### config.mk
export PLATFORM = sky130hd
export DESIGN_NAME = bitwise_issue_queue
export DESIGN_NICKNAME = d
export VERILOG_FILES = /design/src/rtl/bitwise_issue_queue.sv
export SDC_FILE = /design/constraint.sdc
export NUM_CORES = 1
export LEC_CHECK = 0
export ABC_CLOCK_PERIOD_IN_PS = 2800
export CORE_UTILIZATION = 47
export CTS_BUF_LIST = sky130_fd_sc_hd__clkbuf_16
export DETAILED_ROUTE_END_ITERATION = 12
export PLACE_DENSITY = 0.68
export SLEW_MARGIN = 15
export SYNTH_ARGS = -nofsm -noshare
export SYNTH_HDL_FRONTEND = slang
export SYNTH_SLANG_ARGS = --single-unit
### constraint.sdc
create_clock -name clk -period 2.8 [get_ports clk]
set_input_delay 0.56 -clock clk [delete_from_list [all_inputs] [get_ports clk]]
set_output_delay 0.56 -clock clk [all_outputs]
set_load 0.01 [all_outputs]
### src/rtl/bitwise_issue_queue.sv
// Operand FIFO feeding a registered bitwise gate stage with valid/ready on both sides.
// Define BITWISE_ISSUE_PARITY_EN to add the registered parity flag on each result.
module bitwise_issue_queue #(
   parameter int WIDTH = 4,
   parameter int DEPTH = 4
) (
   input  logic             clk,
   input  logic             rst,
   input  logic             in_valid,
   output logic             in_ready,
   input  logic [2:0]       in_op,
   input  logic [WIDTH-1:0] in_a,
   input  logic [WIDTH-1:0] in_b,
   output logic             out_valid,
   input  logic             out_ready,
   output logic [2:0]       out_op,
   output logic [WIDTH-1:0] out_result,
   output logic             out_zero,
   output logic             out_parity,
   output logic [7:0]       issue_cnt
);

   localparam int PW = (DEPTH > 1) ? $clog2(DEPTH) : 1;
   localparam int CW = $clog2(DEPTH + 1);
   localparam logic [CW-1:0] FULL_CNT = CW'(DEPTH);

   logic [2:0]       op_mem_q [DEPTH];
   logic [WIDTH-1:0] a_mem_q  [DEPTH];
   logic [WIDTH-1:0] b_mem_q  [DEPTH];

   logic [PW-1:0]    wr_ptr_q, wr_ptr_d;
   logic [PW-1:0]    rd_ptr_q, rd_ptr_d;
   logic [CW-1:0]    count_q, count_d;
   logic             out_valid_q, out_valid_d;
   logic [2:0]       out_op_q;
   logic [WIDTH-1:0] out_result_q;
   logic             out_zero_q;
   logic [7:0]       issue_cnt_q, issue_cnt_d;

   logic             full, empty, push, pop, handoff;
   logic [2:0]       head_op;
   logic [WIDTH-1:0] head_res;

   function automatic logic [WIDTH-1:0] gate_eval(input logic [2:0]       op,
                                                  input logic [WIDTH-1:0] a,
                                                  input logic [WIDTH-1:0] b);
      logic [WIDTH-1:0] r;
      case (op)
         3'b000:  r = a & b;
         3'b001:  r = a | b;
         3'b010:  r = a ^ b;
         3'b011:  r = ~(a ^ b);
         3'b100:  r = ~(a & b);
         3'b101:  r = ~(a | b);
         3'b110:  r = ~a;
         default: r = a;
      endcase
      return r;
   endfunction

   // A full queue refuses input even when it pops, so in_ready depends only on state.
   always_comb begin
      full     = (count_q == FULL_CNT);
      empty    = (count_q == '0);
      push     = in_valid && !full;
      handoff  = out_valid_q && out_ready;
      pop      = !empty && (!out_valid_q || out_ready);
      head_op  = op_mem_q[rd_ptr_q];
      head_res = gate_eval(head_op, a_mem_q[rd_ptr_q], b_mem_q[rd_ptr_q]);

      wr_ptr_d    = push ? wr_ptr_q + PW'(1) : wr_ptr_q;
      rd_ptr_d    = pop  ? rd_ptr_q + PW'(1) : rd_ptr_q;
      count_d     = count_q;
      case ({push, pop})
         2'b10:   count_d = count_q + CW'(1);
         2'b01:   count_d = count_q - CW'(1);
         default: count_d = count_q;
      endcase
      out_valid_d = out_valid_q;
      if (pop)
         out_valid_d = 1'b1;
      else if (handoff)
         out_valid_d = 1'b0;
      issue_cnt_d = issue_cnt_q + 8'(handoff);
   end

   always_ff @(posedge clk) begin
      if (push) begin
         op_mem_q[wr_ptr_q] <= in_op;
         a_mem_q[wr_ptr_q]  <= in_a;
         b_mem_q[wr_ptr_q]  <= in_b;
      end
   end

   always_ff @(posedge clk) begin
      if (rst) begin
         wr_ptr_q     <= '0;
         rd_ptr_q     <= '0;
         count_q      <= '0;
         out_valid_q  <= 1'b0;
         out_op_q     <= '0;
         out_result_q <= '0;
         out_zero_q   <= 1'b0;
         issue_cnt_q  <= '0;
      end else begin
         wr_ptr_q    <= wr_ptr_d;
         rd_ptr_q    <= rd_ptr_d;
         count_q     <= count_d;
         out_valid_q <= out_valid_d;
         issue_cnt_q <= issue_cnt_d;
         if (pop) begin
            out_op_q     <= head_op;
            out_result_q <= head_res;
            out_zero_q   <= (head_res == '0);
         end
      end
   end

`ifdef BITWISE_ISSUE_PARITY_EN
   logic out_parity_q;

   always_ff @(posedge clk) begin
      if (rst)
         out_parity_q <= 1'b0;
      else if (pop)
         out_parity_q <= ^head_res;
   end

   assign out_parity = out_parity_q;
`else
   assign out_parity = 1'b0;
`endif

   assign in_ready   = !full;
   assign out_valid  = out_valid_q;
   assign out_op     = out_op_q;
   assign out_result = out_result_q;
   assign out_zero   = out_zero_q;
   assign issue_cnt  = issue_cnt_q;

endmodule
Figure 1. Cell classes on the final placement (run 1).
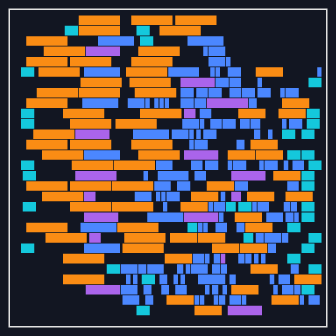
[flip-flops] orange | cells: 70
[other buffers and delay cells] cyan | cells: 35
[clock drivers and dummy loads] purple | cells: 16
[all other logic] blue | cells: 140

Figure 2. Clock network drawn from the DEF (run 1).
Bar = 20 um.
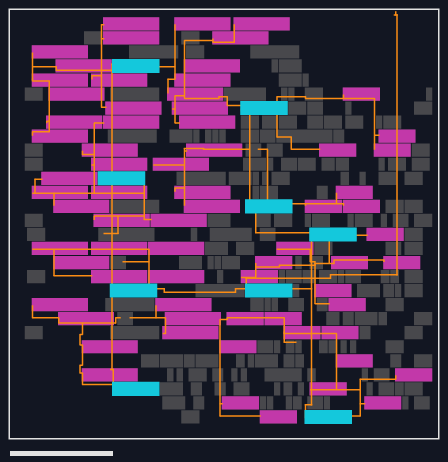
[flip-flops] magenta | count: 70
[clock wires] orange | length: 855 um
[cells driving clock nets] cyan | count: 9
flops lie: spread over the die
routed clock nets: 10

==> qor.yml, run 1 <==
logic_synthesis:
  yosysMostFrequentCell: "sky130_fd_sc_hd__edfxtp_1"
  seq_area_frac_synth_pct: 59.8
  unique_cell_types: 29
  synth.yosys.warnings: 0
  numSynthFlops: 70
  yosys.stat.chipArea_sq_mm: 0.00308
  largest_area_contributor_in_the_synthesized_netlist: "sky130_fd_sc_hd__edfxtp_1"
  synth-async-reset-ratio_pct: 0
  synth.yosys.num_cells: 219
  common_cells: "sky130_fd_sc_hd__edfxtp_1, sky130_fd_sc_hd__dfxtp_1, sky130_fd_sc_hd__inv_1, sky130_fd_sc_hd__nor2_1, sky130_fd_sc_hd__mux2i_1"
  logic_family: "multiplexers"
  post_synthesis_cell_area_sq_mm: 0.00308
  netlist_instances: 219
  area_share_of_the_largest_cell_type_after_synthesis_pct: 42.9
  synth.net_count: 250
detailed_routing:
  vias: 1706
  totalWireLength_um: 4680
  drt_first_iter_violations: 38
  route.detailed.vias_per_inst: 5.05
  postRouteAntennaNets: 0
clock_network:
  cts.root.buffer_cell: "sky130_fd_sc_hd__clkbuf_16"
  clkLatencyLatePin_ps: 330
  postCtsHoldBufs: 0
  cts_inserted_buffers: 9
  post_cts.repair.setup_buffers: 0
  tritoncts: "done"
floorplan:
  boundaryPins: 34
  core.rowCount: 29
  design.core.area_sq_mm: 0.00635
  fp.dieW_um: 82.9
pwr:
  fin_total_pwr_mw: 3.84
place:
  place_inst: 322
timing:
  worst_slew_margin_rel_pct: 60.6
  hold_viol_final: 0
  post-route-worst-setup-slack_ps: 426
  setup_viol: 0
  worst-slew-pin-transition_ps: 591
  finalClockPeriodUsage_pct: 84.8
worst_hold_path:
  worstHoldStart: "out_valid$_SDFFE_PP0P_"
  min-delay-path-class: "register to register"
worst_setup_path:
  worst_ep_required_time_ps: 3030
  critical_path_peak_fanout: 11
global_route:
  number_of_global_route_vias_before_repair: 1608
  gr-usage-met2_pct: 23.2
  gr-usage-met3_pct: 3.08
flow_run:
  tool_warnings: 33
outcome:
  status: "completed"
final_layout:
  final_core_util_pct: 59.5
Figure 3. Sequential cells coloured by netlist name (run 1).
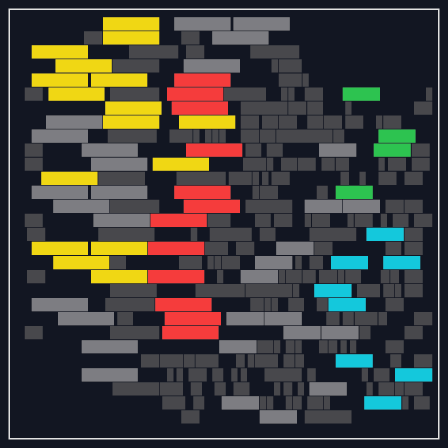
[b_mem_q] yellow | placed flops: 16
[out_result] green | placed flops: 4
[issue_cnt] cyan | placed flops: 8
[op_mem_q] red | placed flops: 12

Figure 4. Wiring heat map (run 1).
The die is cut into 17 by 17 equal tiles; dark blue is low, red is high, scaled to the fullest tile. Values are wire area over tile area, all layers added.
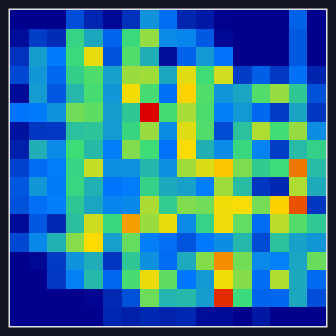
nearly empty tiles: 13%
tiles over half the peak: 25%
fullest tile: 0.33
mean over tiles: 0.11

## run 1: layer usage
| metal | part of all wire, % | vias to the layer above |
|---|---|---|
| met4 | 3.4 | 0 |
| li1 | - | 847 |
| met5 | 0 | - |
| met1 | 46 | 796 |
| met3 | 4.3 | 11 |
| met2 | 47 | 52 |
## run 1: metrics by stage
step	hold WS [ps]	cell area, sq um
3_5_place_dp	477	3460
5_1_grt	512	3780
3_3_place_gp	472	3460
4_1_cts	486	3780
6_report	484	3780
2_1_floorplan	469	3080
## run 1: critical path: cells and delay by family, from the launching register on
family	cells	cell delay [ps]
compound gates	1	190
buf+inv	3	370
xor+xnor	1	140
fa+ha+maj	1	240
mux	3	940
flops	1	310
simple gates	1	80
## run 1: power breakdown
group | internal, mW | switching, mW | total (mW)
registers | 1.27 | 0.0845 | 1.35
clock network | 0.781 | 0.425 | 1.21
logic | 0.643 | 0.637 | 1.28
total | 2.69 | 1.15 | 3.84
## run 1: state kept, by name (all words and copies together) (netlist names), named ones only
name and cells:
a_mem_q 16, b_mem_q 16, count_q 3, issue_cnt 8
op_mem_q 12, out_op 3, out_result 4, out_valid 1
out_zero 1, rd_ptr_q 2, wr_ptr_q 2
## run 1: layout make-up
type                            count  area [sq um]  share of cell area, %
Multi-Input combinational cell    117          1090                   28.9
Sequential cell                    70          1840                   48.7
Clock buffer                        9           225                   5.96
Inverter                           23          86.3                   2.28
Tap cell                           77          96.3                   2.55
Timing Repair Buffer               35           343                   9.07
Clock inverter                      7          97.6                   2.58
## run 1: worst paths after layout
path / end / slack [ps] / cells past startpoint
setup / recovery: out_zero$_SDFFE_PP0P_ / 430 / 10
setup reg to reg: out_zero$_SDFFE_PP0P_ / 430 / 10
hold / removal: out_valid$_SDFFE_PP0P_ / 480 / 2
hold reg to reg: out_valid$_SDFFE_PP0P_ / 480 / 2
Figure 5. Clock wiring as the flow saved it (run 1).
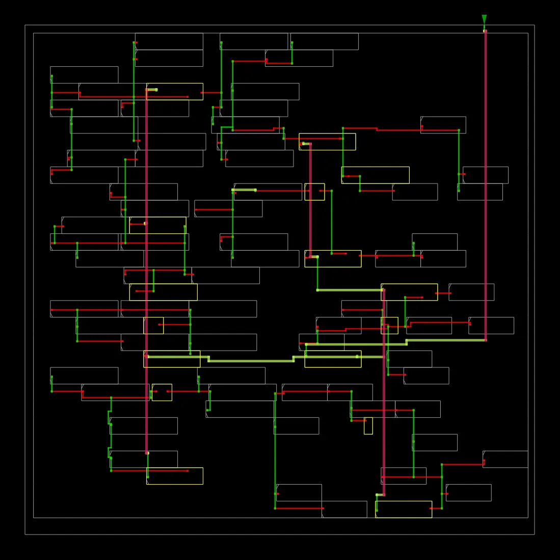

## Run 2: what changed since run 1
--- a/config.mk
+++ b/config.mk
@@ -5,7 +5,7 @@
 export SDC_FILE = /design/constraint.sdc
 export NUM_CORES = 1
 export LEC_CHECK = 0
-export ABC_CLOCK_PERIOD_IN_PS = 2800
+export ABC_CLOCK_PERIOD_IN_PS = 2200
 export CORE_UTILIZATION = 47
 export CTS_BUF_LIST = sky130_fd_sc_hd__clkbuf_16
 export DETAILED_ROUTE_END_ITERATION = 12
==> constraint.sdc (replaced) <==
create_clock -name clk -period 2.2 [get_ports clk]
set_input_delay 0.44 -clock clk [delete_from_list [all_inputs] [get_ports clk]]
set_output_delay 0.44 -clock clk [all_outputs]
set_load 0.01 [all_outputs]
Figure 6. Clock wiring as the flow saved it (run 2).
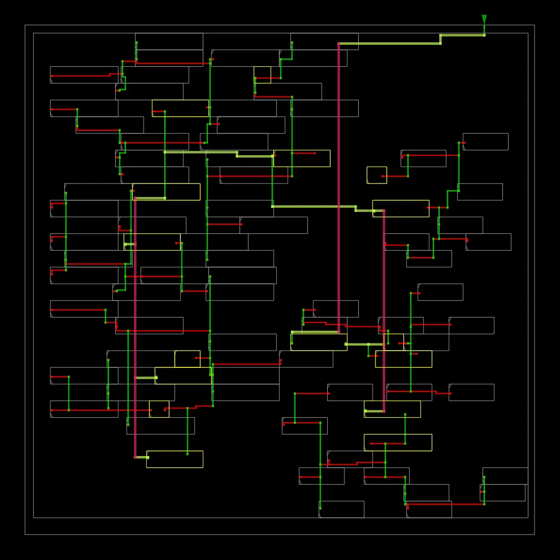
sink count of the clock tree: 70
flip-flops: 70
clock insertion delay at the later pin of the skew report: 330 ps
Num CTS Buffers: 9
Clk power: 1.57 mW

==> run 2 against run 1 <==
Critical path depth is the same; fmax grew 6.9%; cell area grew 4.4%; critical endpoint unchanged; sequential share of layout area shrank 1.9 points; the flow now finishes with violations (negative setup slack); register-to-register slack lost 450 ps; first-iteration DRC count grew 16%.
==> qor.yml, run 2 <==
timing:
  post-route-worst-setup-slack_ps: -20.6  # was 426 ps
  setup_viol: 1  # was 0
  hold_viol_final: 0  # unchanged
  hold_ws_ps: 493  # was 484 ps
outcome:
  status: "complete, but fails checks"  # was completed
  failed_checks: "negative setup slack"
pwr:
  fin_total_pwr_mw: 5.31  # was 3.84 mW
  p_seq_mw: 1.73  # was 1.35 mW
  power.sequential.fraction_pct: 32.6  # was 35.3%
  comb-power_mw: 2.01  # was 1.28 mW
global_route:
  number_of_global_route_vias_before_repair: 1835  # was 1608
  gr-usage-met3_pct: 4.57  # was 3.08%
final_layout:
  final_core_util_pct: 62.1  # was 59.5%
floorplan:
  design.core.area_sq_mm: 0.00635  # unchanged
detailed_routing:
  vias: 1756  # was 1706
  totalWireLength_um: 5200  # was 4680 um
logic_synthesis:
  synth.yosys.num_cells: 219  # unchanged
  logic_family: "multiplexers"  # unchanged
  area_share_of_the_largest_cell_type_after_synthesis_pct: 42.9  # unchanged
worst_setup_path:
  worst_ep_required_time_ps: 2470  # was 3030 ps
  cp_top_family: "multiplexers"  # unchanged
place:
  place_inst: 334  # was 322
Figure 7. Wiring heat map (run 2).
The die is cut into 17 by 17 equal tiles; dark blue is low, red is high, scaled to the fullest tile. Values are wire area over tile area, all layers added.
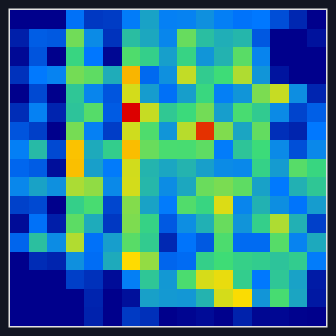
mean over tiles: 0.12
densest ninth of the die: middle
fullest tile: 0.38

run 2: cell counts after synthesis:
No cell type changed its count.
run 2: cell families (layout without fill, tap and decap cells):
logic type	count (synthesis)	after routing
DFF	70	70
and+or+nand+nor	45	45
buffers and inverters	32	87
muxes	29	29
xor gates and xnor gates	19	19
adders and majority gates	16	16
AOI/OAI and AO/OA	7	7
other	1	1
run 2: repair_timing:
item | CTS | global route
setup buffers | 0 | 0
pin swaps | 6 | 6
endpoints found under the hold margin | 0 | 0
endpoints found under the setup margin | 3 | 6
resized | 17 | 10
gates cloned | 1 | 0
run 2: how the worst min path moves through the flow:
| stage | cells past startpoint | slack (ps) | end |
|---|---|---|---|
| 2_1_floorplan | 2 | 470 | wr_ptr_q[1]$_SDFFE_PP0P_ |
| 5_1_grt | 2 | 540 | out_op[1]$_SDFFE_PP0P_ |
| 4_1_cts | 2 | 500 | out_result[0]$_SDFFE_PP0P_ |
| 6_report | 2 | 490 | out_op[1]$_SDFFE_PP0P_ |
| 3_5_place_dp | 2 | 470 | out_valid$_SDFFE_PP0P_ |
| 3_3_place_gp | 2 | 470 | out_valid$_SDFFE_PP0P_ |
run 2: layout make-up:
| cell class | instances | area (sq um) | area share [%] |
|---|---|---|---|
| timing repair buffer | 48 | 485 | 12.3 |
| tap | 77 | 96.3 | 2.44 |
| multi-input combinational | 117 | 1100 | 27.9 |
| clock buffer | 9 | 225 | 5.71 |
| inverter | 23 | 86.3 | 2.19 |
| sequential | 70 | 1850 | 46.8 |
| clock inverter | 7 | 105 | 2.66 |
run 2: tightest hold or removal path, cell delays in order, from the launching register on:
cell and delay, ps:
sky130_fd_sc_hd__dfxtp_1 320, sky130_fd_sc_hd__mux2i_1 60, sky130_fd_sc_hd__nor2_1 70
## Run 3: what changed since run 2
--- a/config.mk
+++ b/config.mk
@@ -10,6 +10,7 @@
 export CTS_BUF_LIST = sky130_fd_sc_hd__clkbuf_16
 export DETAILED_ROUTE_END_ITERATION = 12
 export PLACE_DENSITY = 0.68
+export SKIP_LAST_GASP = 1
 export SLEW_MARGIN = 15
 export SYNTH_ARGS = -nofsm -noshare
 export SYNTH_HDL_FRONTEND = slang
Figure 8. Sequential cells coloured by netlist name (run 3).
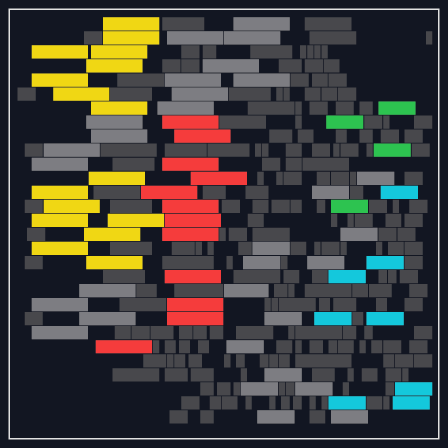
[issue_cnt] cyan | placed flops: 8
[out_result] green | placed flops: 4
[op_mem_q] red | placed flops: 12 | where: middle
[b_mem_q] yellow | placed flops: 16

Figure 9. Clock wiring as the flow saved it (run 3).
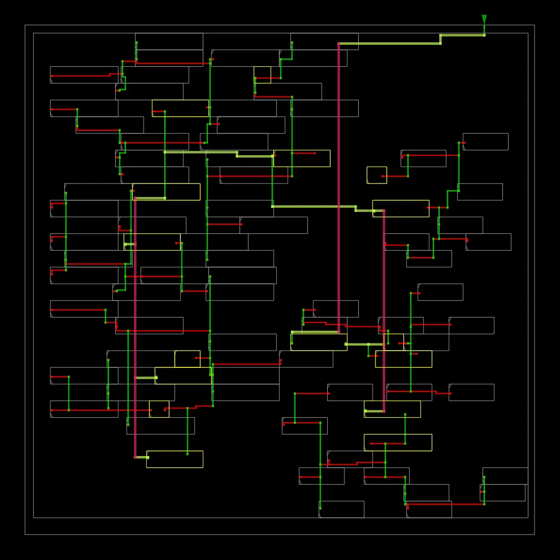
worst clock skew on the final layout: 4.95 ps
clock buffer instance count of the final layout: 9

==> run 3 against run 2 <==
The run still ends with negative setup slack left; cell area unchanged; fmax is the same; count of clock-buffer cells in the layout is the same; non-clock buffer count unchanged; die area is the same; sequential cell count did not move; combinational power hardly changed; global-route usage unchanged.
==> qor.yml, run 3 <==
outcome:
  failed_checks: "negative setup slack"  # unchanged
  status: "complete, but fails checks"  # unchanged
final_layout:
  mi_logic_area_sq_mm: 0.00110  # unchanged
  flop_area_sq_mm: 0.00185  # unchanged
pwr:
  comb-power_mw: 2.01  # about the same
  intPower_mw: 3.69  # unchanged
  switching_power_mw: 1.62  # unchanged
  fin_total_pwr_mw: 5.31  # unchanged
  netSwitchingFraction_pct: 30.4  # unchanged
  p_seq_mw: 1.73  # about the same
worst_setup_path:
  cp_top_family: "multiplexers"  # unchanged
  critical_path_peak_fanout: 6  # unchanged
  worst_ep_required_time_ps: 2470  # about the same
floorplan:
  design.core.area_sq_mm: 0.00635  # unchanged
  fp.dieW_um: 82.9  # unchanged
logic_synthesis:
  common_cells: "sky130_fd_sc_hd__edfxtp_1, sky130_fd_sc_hd__dfxtp_1, sky130_fd_sc_hd__inv_1, sky130_fd_sc_hd__nor2_1, sky130_fd_sc_hd__mux2i_1"  # unchanged
  unique_cell_types: 29  # unchanged
  synth.net_count: 250  # unchanged
  synth.yosys.warnings: 0  # unchanged
  netlist_instances: 219  # unchanged
  seq_area_frac_synth_pct: 59.8  # unchanged
  numSynthFlops: 70  # unchanged
  yosys.stat.chipArea_sq_mm: 0.00308  # unchanged
  largest_area_contributor_in_the_synthesized_netlist: "sky130_fd_sc_hd__edfxtp_1"  # unchanged
  area_share_of_the_largest_cell_type_after_synthesis_pct: 42.9  # unchanged
detailed_routing:
  met2RoutedLength_um: 2520  # unchanged
  topRoutingLayerUsed: "met4"  # unchanged
  m1WireLength_um: 2380  # unchanged
  drt_first_iter_violations: 44  # unchanged
  vias: 1756  # unchanged
  met3_length_um: 179  # unchanged
global_route:
  gr-usage-met2_pct: 28.0  # unchanged
timing:
  post-route-worst-setup-slack_ps: -20.6  # unchanged
  hold_ws_ps: 493  # unchanged
  setup_viol: 1  # unchanged
  hold_viol_final: 0  # unchanged
clock_network:
  tritoncts: "done"  # unchanged
  postCtsHoldBufs: 0  # unchanged
  cts.root.buffer_cell: "sky130_fd_sc_hd__clkbuf_16"  # unchanged
place:
  placed_cell_area_sq_mm: 0.00357  # unchanged
  place_inst: 334  # unchanged
flow_run:
  tool_warnings: 35  # unchanged
==> run 3: cell counts after synthesis <==
Identical to the previous run, type by type.
==> run 3: layout make-up <==
| type | instances | share of cell area, % |
|---|---|---|
| timing repair buffer | 48 | 12.3 |
| sequential | 70 | 46.8 |
| tap | 77 | 2.44 |
| multi-input combinational | 117 | 27.9 |
| clock inverter | 7 | 2.66 |
| clock buffer | 9 | 5.71 |
| inverter | 23 | 2.19 |
==> run 3: through the flow <==
step           utilization [%]  setup TNS [ps]
3_5_place_dp              56.3            -467
4_1_cts                   62.0           -53.9
6_report                  62.1           -20.6
5_1_grt                   62.1            -370
3_3_place_gp              56.3            -343
2_1_floorplan                -               0
==> run 3: path summary, 6_finish.rpt <==
kind,start,to,slack (ps),depth (start not counted)
setup / recovery,register,out_zero$_SDFFE_PP0P_,-20,10
hold / removal,out_op[1]$_SDFFE_PP0P_,out_op[1]$_SDFFE_PP0P_,490,2
setup reg to reg,register,out_zero$_SDFFE_PP0P_,-20,10
hold reg to reg,out_op[1]$_SDFFE_PP0P_,out_op[1]$_SDFFE_PP0P_,490,2
==> run 3: logic make-up (layout without fill, tap and decap cells) <==
kind of cell             count (synthesis)  count (layout)
multiplexers                            29              29
other                                    1               1
AND/OR/NAND/NOR                         45              45
XOR/XNOR                                19              19
flip-flops                              70              70
AND-OR/OR-AND                            7               7
adder cells (fa/ha/maj)                 16              16
buffers and inverters                   32              87
==> run 3: repair_timing <==
action                     in CTS  in global routing
buffers inserted                0                  0
cloned                          1                  0
pin swaps                       6                  6
resized                        17                 10
setup endpoints to repair       3                  6
==> run 3: tightest hold or removal path, cell delays in order (launching register included) <==
cell and delay (ps):
sky130_fd_sc_hd__dfxtp_1 320, sky130_fd_sc_hd__mux2i_1 60, sky130_fd_sc_hd__nor2_1 70
Power is estimated from default activity; no workload was simulated.
